run_1/gate_families.png
Scale: 3 px per um.
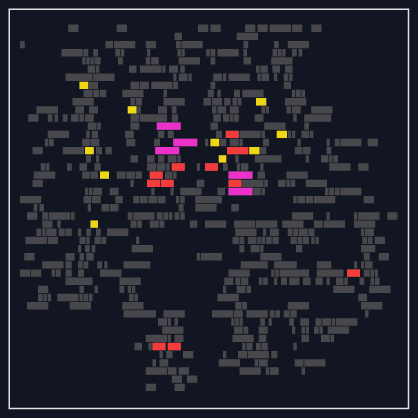
run_1/metal_stack.png
Scale: 3 px per um.
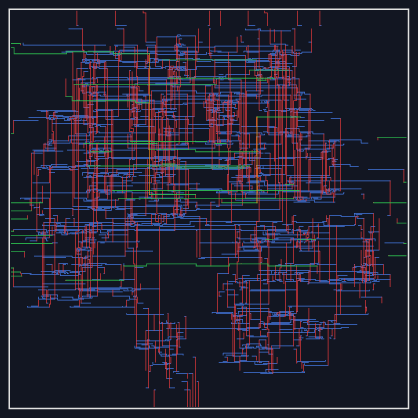
run_1/registers.png
Scale: 2 px per um.
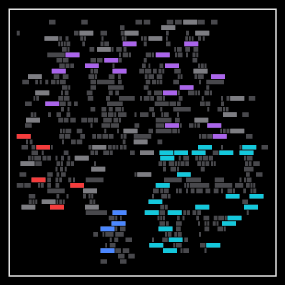
run_1/port_nets.png
Scale: 4 px per um.
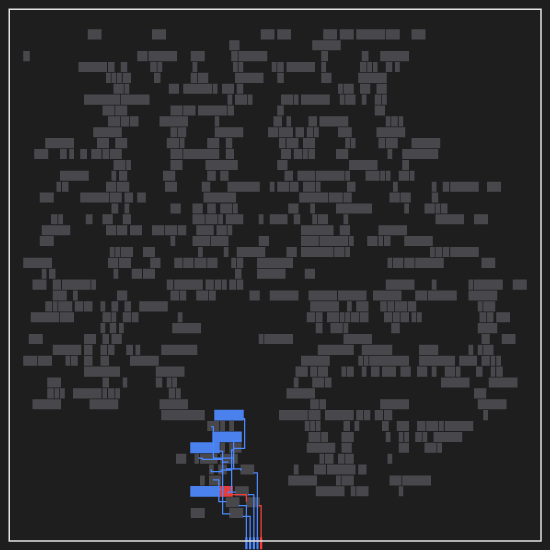
<file path="config.mk">
export PLATFORM = sky130hd
export DESIGN_NAME = star_collect_ctrl
export DESIGN_NICKNAME = d
export VERILOG_FILES = /design/src/rtl/star_collect_ctrl.sv
export SDC_FILE = /design/constraint.sdc
export NUM_CORES = 1
export LEC_CHECK = 0
export CORE_MARGIN = 3
export CORE_UTILIZATION = 25
export DETAILED_ROUTE_END_ITERATION = 12
export PLACE_DENSITY = 0.41
export REMOVE_ABC_BUFFERS = 1
export SLEW_MARGIN = 0
export SYNTH_ARGS = -nofsm -noshare
export SYNTH_HDL_FRONTEND = slang
export SYNTH_SLANG_ARGS = --single-unit
export TNS_END_PERCENT = 30
</file>
<file path="constraint.sdc">
create_clock -name sys_clk -period 4 [get_ports sys_clk]
set_input_delay 1 -clock sys_clk [delete_from_list [all_inputs] [get_ports sys_clk]]
set_output_delay 1 -clock sys_clk [all_outputs]
set_load 0.05 [all_outputs]
</file>
<file path="src/rtl/star_collect_ctrl.sv">
`default_nettype none
// ============================================================================
//  Module      : star_collect_ctrl
//  Description : Turns sticky star touch flags into BCD score, a collected-star
//                count, a commit strobe and a stretched pickup sound gate.
//                New touches are serialised lowest index first, one star per
//                six clock cycles, through a four-step BCD digit adder.
//  Revision    : 1.0 - initial release
// ============================================================================
module star_collect_ctrl #(
    parameter int          N_STARS    = 5,
    parameter logic [15:0] STAR_PTS   = 16'h0200,
    parameter int          SFX_CYCLES = 2_500_000
) (
    input  logic               sys_clk,
    input  logic               RST,
    input  logic [N_STARS-1:0] touch_star,
    output logic [15:0]        score_bcd,
    output logic [3:0]         star_count,
    output logic [2:0]         last_star_idx,
    output logic               collect_pulse,
    output logic               all_collected,
    output logic               sfx_on,
    output logic               busy
);

    localparam logic [1:0] S_IDLE   = 2'd0;
    localparam logic [1:0] S_ADD    = 2'd1;
    localparam logic [1:0] S_COMMIT = 2'd2;

    localparam logic [15:0]        c_pts       = STAR_PTS;
    localparam logic [23:0]        c_sfx_load  = 24'(SFX_CYCLES);
    localparam logic [3:0]         c_n_stars   = 4'(N_STARS);
    localparam logic [N_STARS-1:0] c_one       = N_STARS'(1);
    localparam logic [15:0]        c_saturated = 16'h9999;

    logic [1:0]         r_state;
    logic [N_STARS-1:0] r_seen;
    logic [2:0]         r_idx;
    logic [15:0]        r_shadow;
    logic               r_carry;
    logic [1:0]         r_dig;
    logic [23:0]        r_sfx_cnt;

    logic [N_STARS-1:0] w_pending;
    logic [N_STARS-1:0] w_lsb_onehot;
    logic [2:0]         w_lsb_idx;
    logic [3:0]         w_pts_dig;
    logic [3:0]         w_sh_dig;
    logic [4:0]         w_sum;
    logic [4:0]         w_sum_adj;
    logic               w_gt9;
    logic [3:0]         w_new_dig;

    // Touches not yet accepted; the lowest one is isolated as a one-hot mask.
    assign w_pending    = touch_star & ~r_seen;
    assign w_lsb_onehot = w_pending & (~w_pending + c_one);

    // Binary index of the lowest pending star (scan downward so the lowest wins).
    always_comb begin
        w_lsb_idx = 3'd0;
        for (int i = N_STARS - 1; i >= 0; i--) begin
            if (w_pending[i]) begin
                w_lsb_idx = 3'(i);
            end
        end
    end

    // One BCD digit of shadow + STAR_PTS + carry, with decimal correction.
    assign w_pts_dig = c_pts[{r_dig, 2'b00} +: 4];
    assign w_sh_dig  = r_shadow[{r_dig, 2'b00} +: 4];
    assign w_sum     = {1'b0, w_sh_dig} + {1'b0, w_pts_dig} + {4'b0000, r_carry};
    assign w_sum_adj = w_sum - 5'd10;
    assign w_gt9     = (w_sum > 5'd9);
    assign w_new_dig = w_gt9 ? w_sum_adj[3:0] : w_sum[3:0];

    // Collection FSM: accept a star, add its points digit by digit, then commit.
    always_ff @(posedge sys_clk) begin
        if (RST) begin
            r_state       <= S_IDLE;
            r_seen        <= '0;
            r_idx         <= 3'd0;
            r_shadow      <= 16'h0000;
            r_carry       <= 1'b0;
            r_dig         <= 2'd0;
            score_bcd     <= 16'h0000;
            star_count    <= 4'd0;
            last_star_idx <= 3'd0;
            collect_pulse <= 1'b0;
        end else begin
            collect_pulse <= 1'b0;
            case (r_state)
                S_IDLE: begin
                    if (w_pending != '0) begin
                        r_idx    <= w_lsb_idx;
                        r_seen   <= r_seen | w_lsb_onehot;
                        r_shadow <= score_bcd;
                        r_carry  <= 1'b0;
                        r_dig    <= 2'd0;
                        r_state  <= S_ADD;
                    end
                end
                S_ADD: begin
                    r_shadow[{r_dig, 2'b00} +: 4] <= w_new_dig;
                    r_carry <= w_gt9;
                    r_dig   <= r_dig + 2'd1;
                    if (r_dig == 2'd3) begin
                        r_state <= S_COMMIT;
                    end
                end
                S_COMMIT: begin
                    // A carry out of the thousands digit means the score overflowed: clamp.
                    score_bcd     <= r_carry ? c_saturated : r_shadow;
                    star_count    <= star_count + 4'd1;
                    last_star_idx <= r_idx;
                    collect_pulse <= 1'b1;
                    r_state       <= S_IDLE;
                end
                default: begin
                    r_state <= S_IDLE;
                end
            endcase
        end
    end

    // Sound gate timer: reloaded by each commit strobe, so back-to-back pickups never gap.
    always_ff @(posedge sys_clk) begin
        if (RST) begin
            r_sfx_cnt <= 24'd0;
        end else if (collect_pulse) begin
            r_sfx_cnt <= c_sfx_load;
        end else if (r_sfx_cnt != 24'd0) begin
            r_sfx_cnt <= r_sfx_cnt - 24'd1;
        end
    end

    assign sfx_on        = (r_sfx_cnt != 24'd0);
    assign busy          = (r_state != S_IDLE);
    assign all_collected = (star_count == c_n_stars);

endmodule
`default_nettype wire

</file>
==> results.toml, run 1 <==
# yosys + openroad results
[yosys]
synth-area-yosys_um2 = 4010
yosysTopAreaCell = "sky130_fd_sc_hd__dfxtp_1"
enable_flop_cells = 0
synth_top_cell_by_count = "sky130_fd_sc_hd__dfxtp_1"
synthesized_area_per_cell_um2 = 8.27
synthDistinctLibCells = 52

[global_route]
grt.overflow.total = 0
grt_first_pass_wirelength_um = 19300
grt.busiest_layer = "met2"

[clock_tree]
clk_path_buf_depth = 2
clk_transition_reported_paths_ns = 0.06
cts.sinks = 77
tritoncts = "yes"
clk_latency_ns = 0.34

[cells_and_area]
num-nonclk-inverters = 18
largest_registers = "r_sfx_cnt (24), r_shadow (16), score_bcd (16)"
antennaDiodeCount = 0
final_nets = 536
post_route_cells_drive_above_1_share = 0.0918
comb_area_frac = 0.466
layout.filler_cells = 1678
largest_cell_class = "logic gates"

[final_timing]
setup-tns-final_ns = 0
holdWs_ns = 0.451
final_min_period_over_clock_period = 0.907
finalWorstSetupSlack_ns = 0.374
max_slew_headroom = 0.280
finalCriticalPeriod_ns = 3.63

[flow_run]
openroad.warnings = 29

[die]
floorplan.core_util = 0.260
placeableCoreArea_um2 = 15400

[placement]
io_buffer_count = 33
post_place_cells = 718

[pwr]
power.leakage_uw = 0.00177

[drt]
post_route_ant_nets = 0
routed.top_layer = "met4"
starting_drc_count_in_detailed_routing = 269
detailroute.via_count = 3538

[worst_setup_path]
worst_setup_path_end_kind = "output pin"

[run_status]
status = "completed"
-- gate_families.png (at the start) --
Red marks adder and majority cells, cells 11, most used ha_1. Yellow marks AND-OR and OR-AND gates, cells 10, most used a211o_1. Magenta marks multiplexers, cells 5, most used mux4_2.

-- metal_stack.png (at the start) --
Red marks met2, wire length 5100 um. Blue marks met1, wire length 5740 um. Orange marks met4, wire length 75.5 um. Green marks met3, wire length 742 um.

-- registers.png (at the start) --
Blue marks star_count, placed flops 4, where south. Purple marks r_shadow, placed flops 16. Cyan marks r_sfx_cnt, placed flops 24. Red marks r_seen, placed flops 5.
Another 28 sequential cells are not coloured.

-- port_nets.png (at the start) --
Blue marks star_count, bits 4, direction output, end cells 4, wire 140 um. Red marks all_collected, bits 1, direction output, end cells 1, wire 14.2 um.

## run 1: report_power, final
part / switching (uW) / total (uW) / internal, uW
sequential: 94.8 / 965 / 871
combinational: 528 / 887 / 359
clock: 350 / 856 / 506
total: 973 / 2710 / 1740
## run 1: tightest hold or removal path: stages, from the launching register on
cell and delay (ns):
sky130_fd_sc_hd__dfxtp_1 0.31, sky130_fd_sc_hd__nand2_1 0.05, sky130_fd_sc_hd__a21oi_1 0.05
## run 1: kinds of logic after synthesis
kind of cell,Yosys count,share of synthesized area
AND-OR/OR-AND,100,0.170
XOR/XNOR,26,0.0569
adder cells (fa/ha/maj),11,0.0362
buffers and inverters,44,0.0422
flip-flops,77,0.385
multiplexers,5,0.0281
AND/OR/NAND/NOR,221,0.282
==> run 2: changes to the inputs <==
--- a/config.mk
+++ b/config.mk
@@ -8,7 +8,6 @@
 export CORE_MARGIN = 3
 export CORE_UTILIZATION = 25
 export DETAILED_ROUTE_END_ITERATION = 12
-export PLACE_DENSITY = 0.41
 export REMOVE_ABC_BUFFERS = 1
 export SLEW_MARGIN = 0
 export SYNTH_ARGS = -nofsm -noshare
==> constraint.sdc (replaced) <==
create_clock -name sys_clk -period 4.5 [get_ports sys_clk]
set_input_delay 1.125 -clock sys_clk [delete_from_list [all_inputs] [get_ports sys_clk]]
set_output_delay 1.125 -clock sys_clk [all_outputs]
set_load 0.05 [all_outputs]
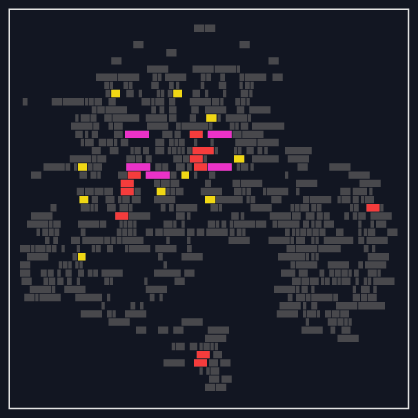
run_2/gate_families.png
Scale: 3 px per um.
Magenta marks multiplexers, cells 5, most used mux4_2. Red marks adder and majority cells, cells 11, most used ha_1. Yellow marks AND-OR and OR-AND gates, cells 10, most used a211o_1.

==> run 2 against run 1 <==
Net effect:
- first-iteration DRC count is 12% lower
- synthesized cell count unchanged
- die area did not move
- setup slack better by 0.15 ns
- clock-buffer cell count increased by 2
- sequential cell count stayed put
- critical path depth unchanged
- global-route usage is 1.7 points lower
- critical path type unchanged
- largest power group unchanged
- highest routed layer unchanged
==> results.toml, run 2 <==
# yosys + openroad results
[cells_and_area]
post_route_cells_drive_above_1_share = 0.0702
antennaDiodeCount = 0
largest_registers = "r_sfx_cnt (24), r_shadow (16), score_bcd (16)"
final_nets = 526

[final_timing]
setup-tns-final_ns = 0
finalCriticalPeriod_ns = 3.98
max_slew_headroom = 0.255
holdWs_ns = 0.455
final_min_period_over_clock_period = 0.885

[yosys]
synthDistinctLibCells = 52
enable_flop_cells = 0
synth_top_cell_by_count = "sky130_fd_sc_hd__dfxtp_1"
synth-area-yosys_um2 = 4010
yosysTopAreaCell = "sky130_fd_sc_hd__dfxtp_1"

[flow_run]
openroad.warnings = 29

[run_status]
status = "completed"

[global_route]
grt_first_pass_wirelength_um = 17400
grt.busiest_layer = "met2"
grt.overflow.total = 0

[drt]
post_route_ant_nets = 0

[clock_tree]
clk_latency_ns = 0.34
clk_transition_reported_paths_ns = 0.06
cts.sinks = 77

[placement]
io_buffer_count = 33

[die]
floorplan.core_util = 0.260

[worst_setup_path]
worst_setup_path_end_kind = "output pin"
==> run 2: cell counts after synthesis <==
Identical to the previous run, type by type.
==> run 2: where the power goes <==
part           switching (uW)  internal (uW)
clock                     284            443
combinational             455            306
sequential               89.0            774
==> run 2: layout make-up <==
type	count	area (um^2)
clock inverters	4	47.5
well taps	211	264
clock buffers	12	246
repair buffers	39	370
multi-input cells	363	2300
fillers	1638	10600
inverters	18	67.6
flip-flops and latches	77	1540
==> run 2: cells by family after synthesis <==
logic type | share of synthesized area
buffers and inverters | 0.0422
flip-flops | 0.385
XOR/XNOR | 0.0569
multiplexers | 0.0281
AND/OR/NAND/NOR | 0.282
AND-OR/OR-AND | 0.170
adder cells (fa/ha/maj) | 0.0362
==> run 3: changes to the inputs <==
--- a/config.mk
+++ b/config.mk
@@ -7,6 +7,7 @@
 export LEC_CHECK = 0
 export CORE_MARGIN = 3
 export CORE_UTILIZATION = 25
+export CTS_CLUSTER_SIZE = 10
 export DETAILED_ROUTE_END_ITERATION = 12
 export REMOVE_ABC_BUFFERS = 1
 export SLEW_MARGIN = 0
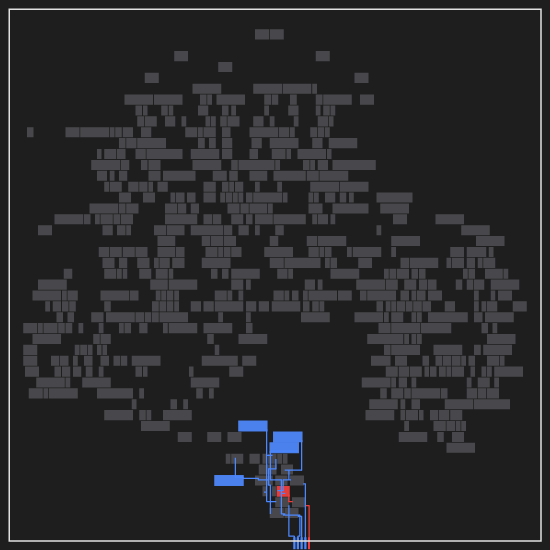
run_3/port_nets.png
Scale: 4 px per um.
Red marks all_collected, bits 1, direction output, end cells 1, wire 11.9 um. Blue marks star_count, bits 4, direction output, end cells 4, wire 140 um.

==> run 3 against run 2 <==
Net effect:
- first-iteration DRC count did not move
- via count did not move
- clock-buffer cell count did not move
- utilization did not move
- critical endpoint unchanged
- synthesized cell count did not move
- global-route usage did not move
- highest routed layer unchanged
- register-to-register slack barely moved
- critical path depth did not move
- power did not move
- setup slack did not move
- sequential power barely moved
==> results.toml, run 3 <==
# yosys + openroad results
[cells_and_area]
layout.area.comb_um2 = 2300
clkbuf_count = 12
final_nets = 526
largest_cell_class = "logic gates"
antennaDiodeCount = 0
signal_buffers = 39
post_route_cells_drive_above_1_share = 0.0702
fraction_of_area_in_registers = 0.319
comb_cells = 363

[clock_tree]
cts.sinks = 77
clk_path_buf_depth = 2
clk_transition_reported_paths_ns = 0.06

[placement]
io_buffer_count = 33
post_place_cells = 708

[flow_run]
openroad.warnings = 29

[yosys]
yosys.area_share.adder = 0.0362
prevailing_logic_family_in_the_synthesized_netlist = "simple AND/OR/NAND/NOR gates"
synth_top_cell_by_count = "sky130_fd_sc_hd__dfxtp_1"
synth.area.mux_share = 0.0281

[final_timing]
max_slew_headroom = 0.255
final_min_period_over_clock_period = 0.885

[pwr]
power.leakage_uw = 0.00170

[run_status]
status = "completed"

[die]
n_tap_cell = 211
## run 3: cell counts after synthesis
Identical to the previous run, type by type.
## run 3: metal layers
| layer | track usage | up-vias | wire length (um) |
|---|---|---|---|
| met3 | 0.0418 | 15 | 536 |
| met1 | 0.149 | 1750 | 4610 |
| li1 | - | 1766 | - |
| met2 | 0.198 | 66 | 5040 |
| met5 | 0 | - | 0 |
| met4 | 0.0439 | 0 | 155 |
## run 3: where the power goes
part	internal, uW	leakage (uW)	total (uW)	switching (uW)
combinational	306	0.000935	761	455
sequential	774	0.000627	863	89.0
clock	443	0.000143	727	284
total	1520	0.00170	2350	828
Power figures rest on the tool's default switching activity, not on a simulated workload.
